===== config.mk =====
export PLATFORM = sky130hd
export DESIGN_NAME = mca_spectrum_tx
export DESIGN_NICKNAME = d
export VERILOG_FILES = /design/src/rtl/mca_spectrum_tx.sv
export SDC_FILE = /design/constraint.sdc
export NUM_CORES = 1
export LEC_CHECK = 0
export ABC_AREA = 1
export CORE_MARGIN = 2
export CORE_UTILIZATION = 38
export DETAILED_ROUTE_END_ITERATION = 6
export MAX_ROUTING_LAYER = met4
export REMOVE_ABC_BUFFERS = 1
export SYNTH_ARGS = -nofsm -noshare
export SYNTH_HDL_FRONTEND = slang
export SYNTH_SLANG_ARGS = --single-unit

===== constraint.sdc =====
create_clock -name clk -period 1.9 [get_ports clk]
set_clock_uncertainty 0.2 [all_clocks]
set_input_delay 0.57 -clock clk [delete_from_list [all_inputs] [get_ports clk]]
set_output_delay 0.57 -clock clk [all_outputs]
set_load 0.03 [all_outputs]

===== src/rtl/mca_spectrum_tx.sv =====
// mca_spectrum_tx: streams one MCA spectrum from histogram RAM to a byte-wide
// transmitter. The frame is a header byte, then N_CH words sent MSB byte first,
// then an optional trailing checksum byte.
// Optional feature macro: MCA_TX_CHECKSUM_EN. When it is defined, the frame
// ends with an 8-bit sum (mod 256) of all data bytes; the header is excluded.
module mca_spectrum_tx #(
    parameter int          DATA_W   = 16,
    parameter int          N_CH     = 1024,
    parameter int          ADDR_W   = 10,
    parameter logic [7:0]  HDR_BYTE = 8'hA5
) (
    input  logic              clk,
    input  logic              rst,
    input  logic              start,
    output logic              busy,
    output logic              done,
    output logic [ADDR_W-1:0] ram_addr,
    output logic              ram_rd_en,
    input  logic [DATA_W-1:0] ram_in,
    input  logic              tx_ready,
    output logic              tx_valid,
    output logic [7:0]        tx_data
);

    localparam int                BYTES     = DATA_W / 8;
    localparam int                IDX_W     = (BYTES > 1) ? $clog2(BYTES) : 1;
    localparam logic [ADDR_W-1:0] LAST_ADDR = ADDR_W'(N_CH - 1);
    localparam logic [IDX_W-1:0]  TOP_IDX   = IDX_W'(BYTES - 1);

`ifdef MCA_TX_CHECKSUM_EN
    typedef enum logic [2:0] {IDLE, HDR, RD_REQ, RD_WAIT, SEND, CHK, DONE} state_t;
`else
    typedef enum logic [2:0] {IDLE, HDR, RD_REQ, RD_WAIT, SEND, DONE} state_t;
`endif

    state_t            state_reg;
    logic [DATA_W-1:0] shreg_reg;
    logic [DATA_W-1:0] shreg_next;
    logic [IDX_W-1:0]  byte_idx_reg;
    logic              xfer;
`ifdef MCA_TX_CHECKSUM_EN
    logic [7:0]        csum_reg;
`endif

    // A byte leaves on every edge where the handshake is complete.
    assign xfer = tx_valid && tx_ready;

    // The shift register always keeps the byte being sent in its top 8 bits,
    // so moving on to the next byte is a left shift.
    assign shreg_next = shreg_reg << 8;

    // Frame sequencer. All outputs are registered and come straight from this block.
    always_ff @(posedge clk) begin
        if (rst) begin
            state_reg    <= IDLE;
            busy         <= 1'b0;
            done         <= 1'b0;
            ram_addr     <= '0;
            ram_rd_en    <= 1'b0;
            tx_valid     <= 1'b0;
            tx_data      <= 8'h00;
            shreg_reg    <= '0;
            byte_idx_reg <= '0;
`ifdef MCA_TX_CHECKSUM_EN
            csum_reg     <= 8'h00;
`endif
        end else begin
            // Both strobes are single-cycle pulses.
            done      <= 1'b0;
            ram_rd_en <= 1'b0;
            case (state_reg)
                IDLE: begin
                    if (start) begin
                        state_reg <= HDR;
                        ram_addr  <= '0;
                        busy      <= 1'b1;
                        tx_valid  <= 1'b1;
                        tx_data   <= HDR_BYTE;
`ifdef MCA_TX_CHECKSUM_EN
                        csum_reg  <= 8'h00;
`endif
                    end
                end
                HDR: begin
                    if (xfer) begin
                        tx_valid  <= 1'b0;
                        ram_rd_en <= 1'b1;
                        state_reg <= RD_REQ;
                    end
                end
                RD_REQ: begin
                    // The read strobe is high during this cycle. Data arrives next cycle.
                    state_reg <= RD_WAIT;
                end
                RD_WAIT: begin
                    shreg_reg    <= ram_in;
                    byte_idx_reg <= TOP_IDX;
                    tx_valid     <= 1'b1;
                    tx_data      <= ram_in[DATA_W-1 -: 8];
                    state_reg    <= SEND;
                end
                SEND: begin
                    if (xfer) begin
`ifdef MCA_TX_CHECKSUM_EN
                        csum_reg <= csum_reg + tx_data;
`endif
                        if (byte_idx_reg != '0) begin
                            // Next byte of the same word, with no bubble.
                            byte_idx_reg <= byte_idx_reg - IDX_W'(1);
                            shreg_reg    <= shreg_next;
                            tx_data      <= shreg_next[DATA_W-1 -: 8];
                        end else if (ram_addr == LAST_ADDR) begin
`ifdef MCA_TX_CHECKSUM_EN
                            // The checksum byte includes the byte just sent.
                            tx_data   <= csum_reg + tx_data;
                            state_reg <= CHK;
`else
                            tx_valid  <= 1'b0;
                            done      <= 1'b1;
                            state_reg <= DONE;
`endif
                        end else begin
                            ram_addr  <= ram_addr + ADDR_W'(1);
                            tx_valid  <= 1'b0;
                            ram_rd_en <= 1'b1;
                            state_reg <= RD_REQ;
                        end
                    end
                end
`ifdef MCA_TX_CHECKSUM_EN
                CHK: begin
                    if (xfer) begin
                        tx_valid  <= 1'b0;
                        done      <= 1'b1;
                        state_reg <= DONE;
                    end
                end
`endif
                DONE: begin
                    // start is not sampled here, so a request in this cycle is dropped.
                    busy      <= 1'b0;
                    state_reg <= IDLE;
                end
                default: state_reg <= IDLE;
            endcase
        end
    end

endmodule


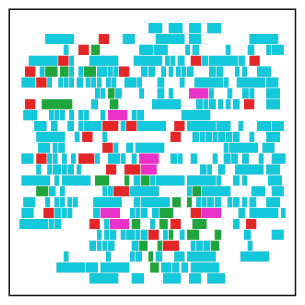
run_1/sizing.png
Scale: 4 px per um.
[cyan] x1 and smaller | cells: 254 | share: 81%
[green] x2 | cells: 26 | share: 8.3%
[magenta] x6 and larger | cells: 7 | share: 2.2%
[red] x3 and x4 | cells: 28 | share: 8.9%

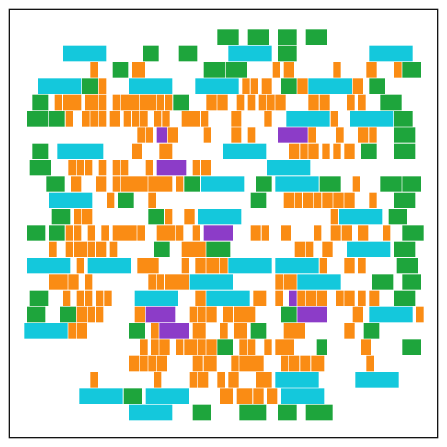
run_1/class_map.png
Scale: 6 px per um.
[purple] clock drivers and dummy loads | cells: 8 | share of their area: 3.9%
[orange] remaining logic cells | cells: 211 | share of their area: 43%
[green] remaining buffers and delay cells | cells: 62 | share of their area: 23%
[cyan] registers | cells: 34 | share of their area: 29%
Seq/total area: 28.5%
Placeable Area: 4350 um2
design area: 2390 um2
row cnt: 24
post-layout util: 54.9%

==> qor.yml, run 1 <==
cts_resized: 20
holdPathStages: 2
use_met2_pct: 30.1
wl_met2_um: 1820
seq_power_share_pct: 34.5
syn_inst: 252
logic_family: "simple AND/OR/NAND/NOR gates"
antennaDiodeCount: 0
r2r-start: "state_reg[0]"
htree_levels: 2
grt-ovfl-total: 0
synth_area_per_cell_um2: 6.80
gp_congestion: 0.884
drive_gt1_share_pct: 19.4
critPathTopFamily: "buffers and inverters"
arrival_ps: 1070
topCellsByArea: "dfxtp_1, nand2_1, a21oi_1"
crit_path_max_incr_delay_ps: 410
critical_path_required_ps: 1130
clk_pin_slew_worst_paths_ps: 70
path_depth: 1
avgRoutedWirePerCell_um: 11.8
final_common_cell: "nand2_1"
grt_max_degree: 23
rsz0062_at_grt: "false"
top_layer_used: "met4"
run_status: "complete, no violations"
common_cells: "nand2_1, dfxtp_1, a21oi_1"
power_density_nw_per_um2: 1120
pwr-share-comb_pct: 44.4
synthAdderAreaFrac_pct: 0.730
chipArea_um2: 5060
most_common_cell: "nand2_1"
comb_cells: 186
path_max_fanout: 4
synth_area_um2: 1710
ys_async_sr_fraction_pct: 0
worst_slack_ps: 63.4
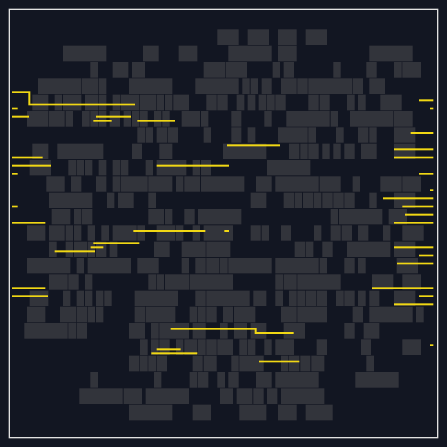
run_1/m3.png
Scale: 6 px per um.
share of all routed wire: 5.3%
wire length on this layer: 231 um
main direction: horizontal
via count: 1752
met3 Use GR: 4.42%
routed wire length: 4330 um

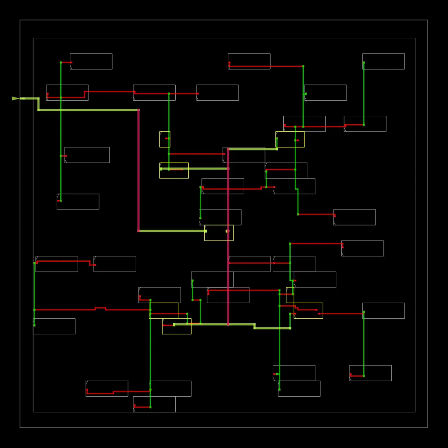
run_1/clock_nets.png
layout clock buffer count: 7
clock-net power: 0.567 mW
Latency at later pin: 290 ps
clk sink count: 34
Flops: 34

run_1/route_heat.png
Scale: 6 px per um. 14 x 14 tiles, from dark purple (low) to yellow (high), scaled to the fullest tile. Values are wire area over tile area, all layers added.
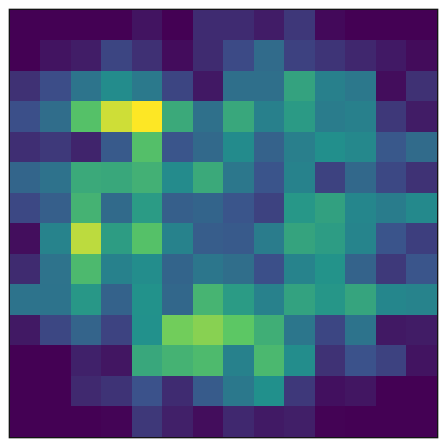

==> run 1 -> run 2 <==
Settings changed: CORE_ASPECT_RATIO set to 0.8, CORE_MARGIN 2 to 1, SLEW_MARGIN set to 20.
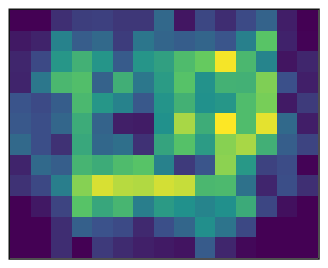
run_2/route_heat.png
Scale: 4 px per um. 15 x 12 tiles, from dark purple (low) to yellow (high), scaled to the fullest tile. Values are wire area over tile area, all layers added.
emptiest ninth of the die: lower right
densest ninth of the die: middle right
tiles over half the peak: 33%
fullest tile: 0.39
nearly empty tiles: 10%

==> qor.yml, run 2 <==
r2r-start: "ram_addr[0]"
use_met3_pct: 3.94
seq_share_pct: 28.0
common_cells: "nand2_1, dfxtp_1, a21oi_1"
pwr-share-comb_pct: 43.6
flops: 34
run_status: "complete, no violations"
clock_latency_ps: 290
top_layer_used: "met4"
fin_util_pct: 57.2
clk_pin_slew_worst_paths_ps: 70
rsz0062_at_grt: "true"
cts_resized: 20
seq_power_share_pct: 33.4
clock_sinks: 34
ys_async_sr_fraction_pct: 0
htree_levels: 2
critical_path_required_ps: 1920
wirelength_um: 4310
path_max_fanout: 4
synthAdderAreaFrac_pct: 0.730
nClkBuffers: 8
syn_inst: 252
synth_area_um2: 1710
power_clock_mw: 0.638
critPathTopFamily: "buffers and inverters"
core.rowCount: 21
arrival_ps: 1870
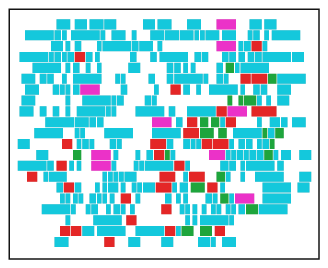
run_2/sizing.png
Scale: 4 px per um.
[green] x2 | cells: 21 | share: 6.7%
[cyan] x1 and smaller | cells: 254 | share: 81%
[magenta] x6 and larger | cells: 9 | share: 2.9%
[red] x3 and x4 | cells: 31 | share: 9.8%
setup ws final: 56.9 ps
Layout area overhead: 42.0%

run_2/class_map.png
Scale: 6 px per um.
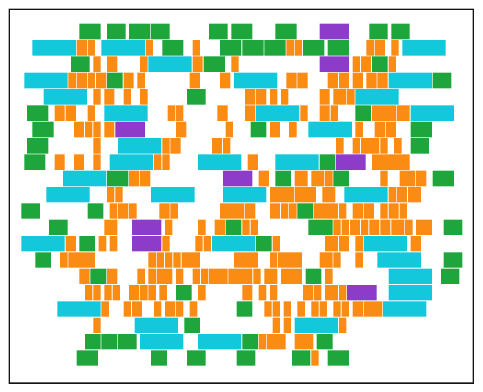

==> run 2 -> run 3 <==
Settings changed: ABC_AREA 1 to 0.
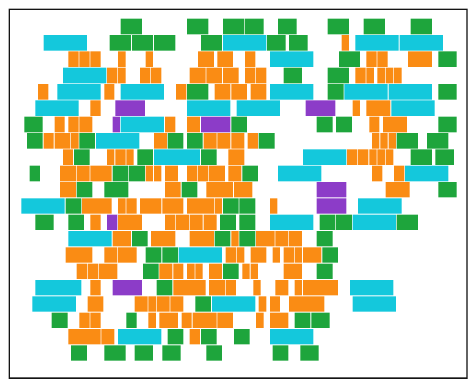
run_3/class_map.png
Scale: 6 px per um.
[purple] clock drivers and dummy loads | cells: 8 | share of their area: 3.8%
[cyan] registers | cells: 34 | share of their area: 28%
[green] remaining buffers and delay cells | cells: 82 | share of their area: 28%
[orange] remaining logic cells | cells: 150 | share of their area: 40%

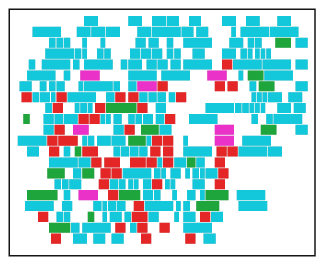
run_3/sizing.png
Scale: 4 px per um.
[magenta] x6 and larger | cells: 7 | share: 2.6%
[red] x3 and x4 | cells: 50 | share: 18%
[green] x2 | cells: 18 | share: 6.6%
[cyan] x1 and smaller | cells: 199 | share: 73%

==> qor.yml, run 3 <==
run_status: "complete, no violations"
common_cells: "dfxtp_1, nand2_1, a21oi_1"
wirelength_um: 5040
antennaDiodeCount: 0
most_common_cell: "dfxtp_1"
power_density_nw_per_um2: 658
cts_resized: 26
holdPathStages: 2
ys_async_sr_fraction_pct: 0
grt-ovfl-total: 0
area_delta_synth_final_pct: 48.5
clock_latency_ps: 280
pwr-share-comb_pct: 19.1
core.rowCount: 21
top_layer_used: "met4"
synth_area_um2: 1670
chipArea_um2: 4660
topCellsByArea: "dfxtp_1, a21oi_1, nand2_1"
htree_levels: 2
flops: 34
use_met3_pct: 4.74
seq_share_pct: 27.6
path_max_fanout: 2
gp_congestion: 0.956
rsz0062_at_grt: "true"
fin_util_pct: 58.9
avgRoutedWirePerCell_um: 15.2
critPathTopFamily: "simple AND/OR/NAND/NOR gates"
wl_met2_um: 2170
logic_family: "simple AND/OR/NAND/NOR gates"
synthAdderAreaFrac_pct: 0.751
use_met2_pct: 34.0
clk_pin_slew_worst_paths_ps: 70
Power figures rest on the tool's default switching activity, not on a simulated workload.
